### src/rtl/logical_unit_pipe_pkg.sv
// Shared types for the pipelined logical / bit-manipulation unit.
// Op codes 000-010 keep the legacy 2-bit select meaning.
package logical_unit_pipe_pkg;

    localparam int unsigned BITS  = 32;
    localparam int unsigned LOP_W = 3;

    typedef enum logic [LOP_W-1:0] {
        LOP_XOR  = 3'b000,
        LOP_OR   = 3'b001,
        LOP_AND  = 3'b010,
        LOP_ANDN = 3'b011,
        LOP_ORN  = 3'b100,
        LOP_XNOR = 3'b101,
        LOP_CPOP = 3'b110,
        LOP_CLZ  = 3'b111
    } logic_op_t;

endpackage

### src/rtl/logical_unit_pipe_bit_chunk_count.sv
// Per-chunk popcount, leading-zero count (from the chunk MSB) and all-zero flag.
module logical_unit_pipe_bit_chunk_count #(
    parameter int unsigned CHUNK = 8,
    parameter int unsigned CNT_W = $clog2(CHUNK + 1)
) (
    input  logic [CHUNK-1:0] data,
    output logic [CNT_W-1:0] pop,
    output logic [CNT_W-1:0] lz,
    output logic             all_zero
);

    logic seen_one;

    always_comb begin
        pop      = '0;
        lz       = '0;
        seen_one = 1'b0;
        for (int i = int'(CHUNK) - 1; i >= 0; i--) begin
            pop = pop + CNT_W'(data[i]);
            if (data[i]) begin
                seen_one = 1'b1;
            end else if (!seen_one) begin
                lz = lz + CNT_W'(1);
            end
        end
    end

    assign all_zero = ~|data;

endmodule

### src/rtl/logical_unit_pipe.sv
// Two-stage pipelined logical unit: bitwise ops, CPOP and CLZ with valid/ready on both sides.
// Stage 1 registers bitwise results and per-chunk counts; stage 2 reduces the chunk counts.
module logical_unit_pipe
    import logical_unit_pipe_pkg::*;
#(
    parameter int unsigned WIDTH = BITS,
    parameter int unsigned CHUNK = 8,
    parameter int unsigned TAG_W = 5
) (
    input  logic             clk,
    input  logic             rst,
    input  logic             in_valid,
    output logic             in_ready,
    input  logic [WIDTH-1:0] in_a,
    input  logic [WIDTH-1:0] in_b,
    input  logic [LOP_W-1:0] in_op,
    input  logic [TAG_W-1:0] in_tag,
    output logic             out_valid,
    input  logic             out_ready,
    output logic [WIDTH-1:0] out_data,
    output logic             out_zero,
    output logic [TAG_W-1:0] out_tag
);

    localparam int unsigned NCH = WIDTH / CHUNK;
    localparam int unsigned CW  = $clog2(CHUNK + 1);
    localparam int unsigned RW  = $clog2(WIDTH + 1);

    logic_op_t op_in;
    assign op_in = logic_op_t'(in_op);

    logic [NCH-1:0][CW-1:0] chunk_pop;
    logic [NCH-1:0][CW-1:0] chunk_lz;
    logic [NCH-1:0]         chunk_az;

    // Chunk NCH-1 holds the operand MSBs.
    for (genvar c = 0; c < NCH; c++) begin : gen_chunk
        logical_unit_pipe_bit_chunk_count #(
            .CHUNK (CHUNK),
            .CNT_W (CW)
        ) u_count (
            .data     (in_a[c*CHUNK +: CHUNK]),
            .pop      (chunk_pop[c]),
            .lz       (chunk_lz[c]),
            .all_zero (chunk_az[c])
        );
    end

    logic [WIDTH-1:0] bit_res;

    always_comb begin
        bit_res = '0;
        unique case (op_in)
            LOP_XOR:  bit_res = in_a ^ in_b;
            LOP_OR:   bit_res = in_a | in_b;
            LOP_AND:  bit_res = in_a & in_b;
            LOP_ANDN: bit_res = in_a & ~in_b;
            LOP_ORN:  bit_res = in_a | ~in_b;
            LOP_XNOR: bit_res = ~(in_a ^ in_b);
            default:  bit_res = '0;
        endcase
    end

    logic                   v1_q;
    logic [WIDTH-1:0]       res1_q;
    logic [NCH-1:0][CW-1:0] pop1_q;
    logic [NCH-1:0][CW-1:0] lz1_q;
    logic [NCH-1:0]         az1_q;
    logic_op_t              op1_q;
    logic [TAG_W-1:0]       tag1_q;

    logic                   v2_q;
    logic [WIDTH-1:0]       data2_q;
    logic                   zero2_q;
    logic [TAG_W-1:0]       tag2_q;

    logic ready1;
    logic ready2;

    assign ready2   = !v2_q || out_ready;
    assign ready1   = !v1_q || ready2;
    assign in_ready = ready1;

    logic [RW-1:0]    cpop_sum;
    logic [RW-1:0]    clz_sum;
    logic             clz_done;
    logic [WIDTH-1:0] res2_d;

    always_comb begin
        cpop_sum = '0;
        clz_sum  = '0;
        clz_done = 1'b0;
        for (int c = 0; c < int'(NCH); c++) begin
            cpop_sum = cpop_sum + RW'(pop1_q[c]);
        end
        // Whole zero chunks count CHUNK each until the first chunk holding a one.
        for (int c = int'(NCH) - 1; c >= 0; c--) begin
            if (!clz_done) begin
                if (az1_q[c]) begin
                    clz_sum = clz_sum + RW'(CHUNK);
                end else begin
                    clz_sum  = clz_sum + RW'(lz1_q[c]);
                    clz_done = 1'b1;
                end
            end
        end
        case (op1_q)
            LOP_CPOP: res2_d = WIDTH'(cpop_sum);
            LOP_CLZ:  res2_d = WIDTH'(clz_sum);
            default:  res2_d = res1_q;
        endcase
    end

    always_ff @(posedge clk) begin
        if (rst) begin
            v1_q    <= 1'b0;
            res1_q  <= '0;
            pop1_q  <= '0;
            lz1_q   <= '0;
            az1_q   <= '0;
            op1_q   <= LOP_XOR;
            tag1_q  <= '0;
            v2_q    <= 1'b0;
            data2_q <= '0;
            zero2_q <= 1'b0;
            tag2_q  <= '0;
        end else begin
            if (ready1) begin
                v1_q <= in_valid;
                if (in_valid) begin
                    res1_q <= bit_res;
                    pop1_q <= chunk_pop;
                    lz1_q  <= chunk_lz;
                    az1_q  <= chunk_az;
                    op1_q  <= op_in;
                    tag1_q <= in_tag;
                end
            end
            if (ready2) begin
                v2_q <= v1_q;
                if (v1_q) begin
                    data2_q <= res2_d;
                    zero2_q <= (res2_d == '0);
                    tag2_q  <= tag1_q;
                end
            end
        end
    end

    assign out_valid = v2_q;
    assign out_data  = data2_q;
    assign out_zero  = zero2_q;
    assign out_tag   = tag2_q;

endmodule

### config.mk
export PLATFORM = sky130hd
export DESIGN_NAME = logical_unit_pipe
export DESIGN_NICKNAME = d
export VERILOG_FILES = /design/src/rtl/logical_unit_pipe_pkg.sv /design/src/rtl/logical_unit_pipe_bit_chunk_count.sv /design/src/rtl/logical_unit_pipe.sv
export SDC_FILE = /design/constraint.sdc
export NUM_CORES = 1
export LEC_CHECK = 0
export CORE_ASPECT_RATIO = 0.8
export CORE_UTILIZATION = 40
export CTS_CLUSTER_SIZE = 40
export DETAILED_ROUTE_END_ITERATION = 6
export PLACE_DENSITY = 0.66
export SETUP_SLACK_MARGIN = 0.1
export SYNTH_ARGS = -nofsm -noshare
export SYNTH_HDL_FRONTEND = slang
export SYNTH_SLANG_ARGS = --single-unit
### constraint.sdc
create_clock -name clk -period 15 [get_ports clk]
set_input_delay 3.75 -clock clk [delete_from_list [all_inputs] [get_ports clk]]
set_output_delay 3.75 -clock clk [all_outputs]
set_load 0.05 [all_outputs]
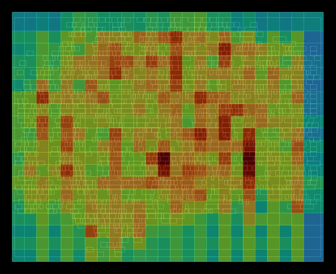
congestion.png
GRT Max-Usage Layer: met1
met2 Track Usage GR: 30.3%

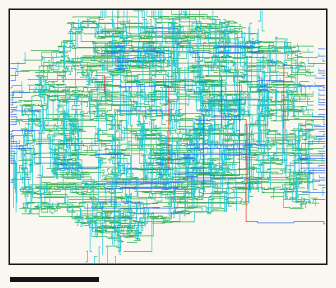
wires.png
The bar under the picture is 50 um long.
legend:
  red:
    layer: metal 4
    wire_length: 324 um
  cyan:
    layer: metal 2
    wire_length: 10800 um
  green:
    layer: metal 1
    wire_length: 13400 um
  blue:
    layer: metal 3
    wire_length: 2010 um
WL/cell: 16.1 um
Via Count: 8952
total wire length: 26600 um
GRT Total Usage: 21.3%

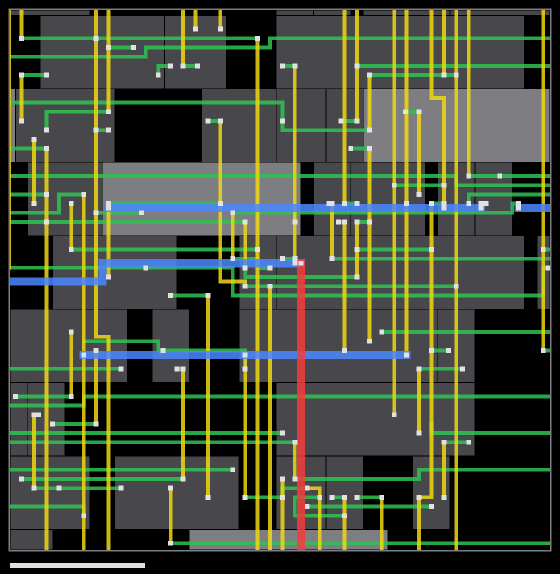
detail.png
The bar under the picture is 5 um long. Region (78, 89) to (98, 109) um. Cells in grey, sequential cells in the stronger grey; small squares are vias.
legend:
  green:
    layer: metal 1
  blue:
    layer: metal 3
  red:
    layer: metal 4
  yellow:
    layer: metal 2
cells with their middle in the window: 28
most frequent: inv_1 (6), ha_1 (4), fa_1 (3)
netlist names of flops here include: lz1_q (2)
sequential cells in the window: 2

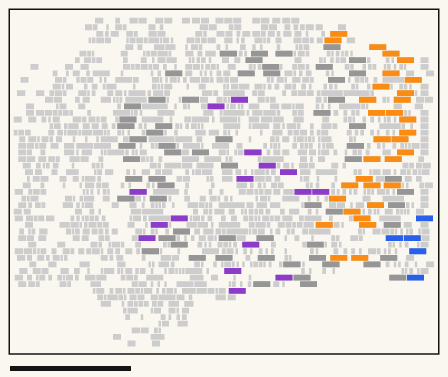
flops_by_reg.png
The bar under the picture is 50 um long. Other sequential cells in the stronger grey, the rest of the logic in the fainter grey.
legend:
  purple:
    signal: lz1_q
    placed_flops: 16
  blue:
    signal: out_tag
    placed_flops: 5
  orange:
    signal: out_data
    placed_flops: 32
not coloured: 63

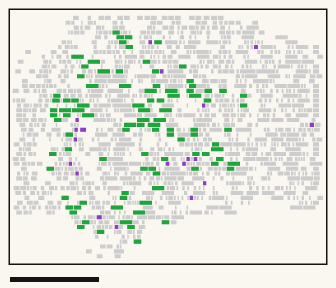
logic_types.png
The bar under the picture is 50 um long.
legend:
  purple:
    family: AND and OR gates
    cells: 19
    most_used: and3_1
  green:
    family: adder and majority cells
    cells: 97
    most_used: ha_1
logic share of the area: 58.8%
final cell count without fillers: 1646

==> flow_summary.toml <==
# implementation run metrics
[final_timing]
whs_ps = 447
finalSetupTns_ps = 0
fin_crit_sh_pct = 60.3

[floorplan]
initial_utilization_pct = 41.3
die_w_um = 177

[final_layout]
areaGrowthSynthToFinish_pct = 19.2
antenna_cells = 0
drive_gt1_share_pct = 4.42
nNetsFinal = 1495
fin_area_sq_mm = 0.0116

[yosys]
edf_count = 0
yosys_area_sq_mm = 0.00977
yosys_cells = 1266

[clock_network]
path_clk_slew_ps = 50

[hold_path]
whs_endpoint = "out_data[19]$_SDFFE_PP0P_"

[power]
fin_total_pwr_w = 0.00105
p_clk_share_pct = 41.4

[global_route]
first_global_vias = 7921
grtUsageMet1_pct = 32.6
grt-ovfl-total = 0

[run_status]
status = "finished clean"

[route]
wl_met2_um = 10800

[placement]
place_ws_ps = 5950
dp_hpwl_um = 19700
## Yosys cell counts (4+ instances only)
| cell | count | area share [%] |
|---|---|---|
| a211oi_1 | 51 | 3.9 |
| a21o_1 | 17 | 1.3 |
| a21oi_1 | 81 | 4.2 |
| and2_1 | 4 | 0.26 |
| and3_1 | 6 | 0.38 |
| buf_1 | 18 | 0.69 |
| clkbuf_1 | 64 | 2.5 |
| dfxtp_1 | 116 | 24 |
| fa_1 | 27 | 5.5 |
| ha_1 | 70 | 9.0 |
| inv_1 | 68 | 2.6 |
| mux2_2 | 5 | 0.58 |
| mux2i_1 | 49 | 5.0 |
| nand2_1 | 165 | 6.3 |
| nand2b_1 | 40 | 2.6 |
| nand3_1 | 51 | 2.6 |
| nand3b_1 | 5 | 0.38 |
| nor2_1 | 82 | 3.2 |
| nor2b_1 | 20 | 1.3 |
| nor3_1 | 79 | 4.0 |
| nor4_1 | 13 | 0.83 |
| o21a_1 | 4 | 0.31 |
| o21ai_0 | 49 | 2.5 |
| or3_1 | 5 | 0.32 |
| xnor2_1 | 107 | 9.6 |
| xor2_1 | 12 | 1.1 |
## final cells by class
type | count | area (sq um)
Clock inverter | 10 | 181
Clock buffer | 21 | 440
Inverter | 69 | 259
Timing Repair Buffer | 123 | 1200
Tap cell | 312 | 390
Sequential cell | 116 | 2320
Fill cell | 2348 | 12000
Multi-Input combinational cell | 995 | 6850
## kinds of logic after synthesis
logic type	after synthesis	synth area share [%]
muxes	55	5.74
adders and majority gates	97	14.5
buffers and inverters	155	6.14
and+or+nand+nor	486	23.8
DFF	116	23.8
AOI/OAI and AO/OA	236	15.0
xor gates and xnor gates	121	11.0
## critical path, cell delays in order
cell	delay, ps
clkdlybuf4s50_1	400
nor2b_1	280
nand2_1	150
clkdlybuf4s50_1	720
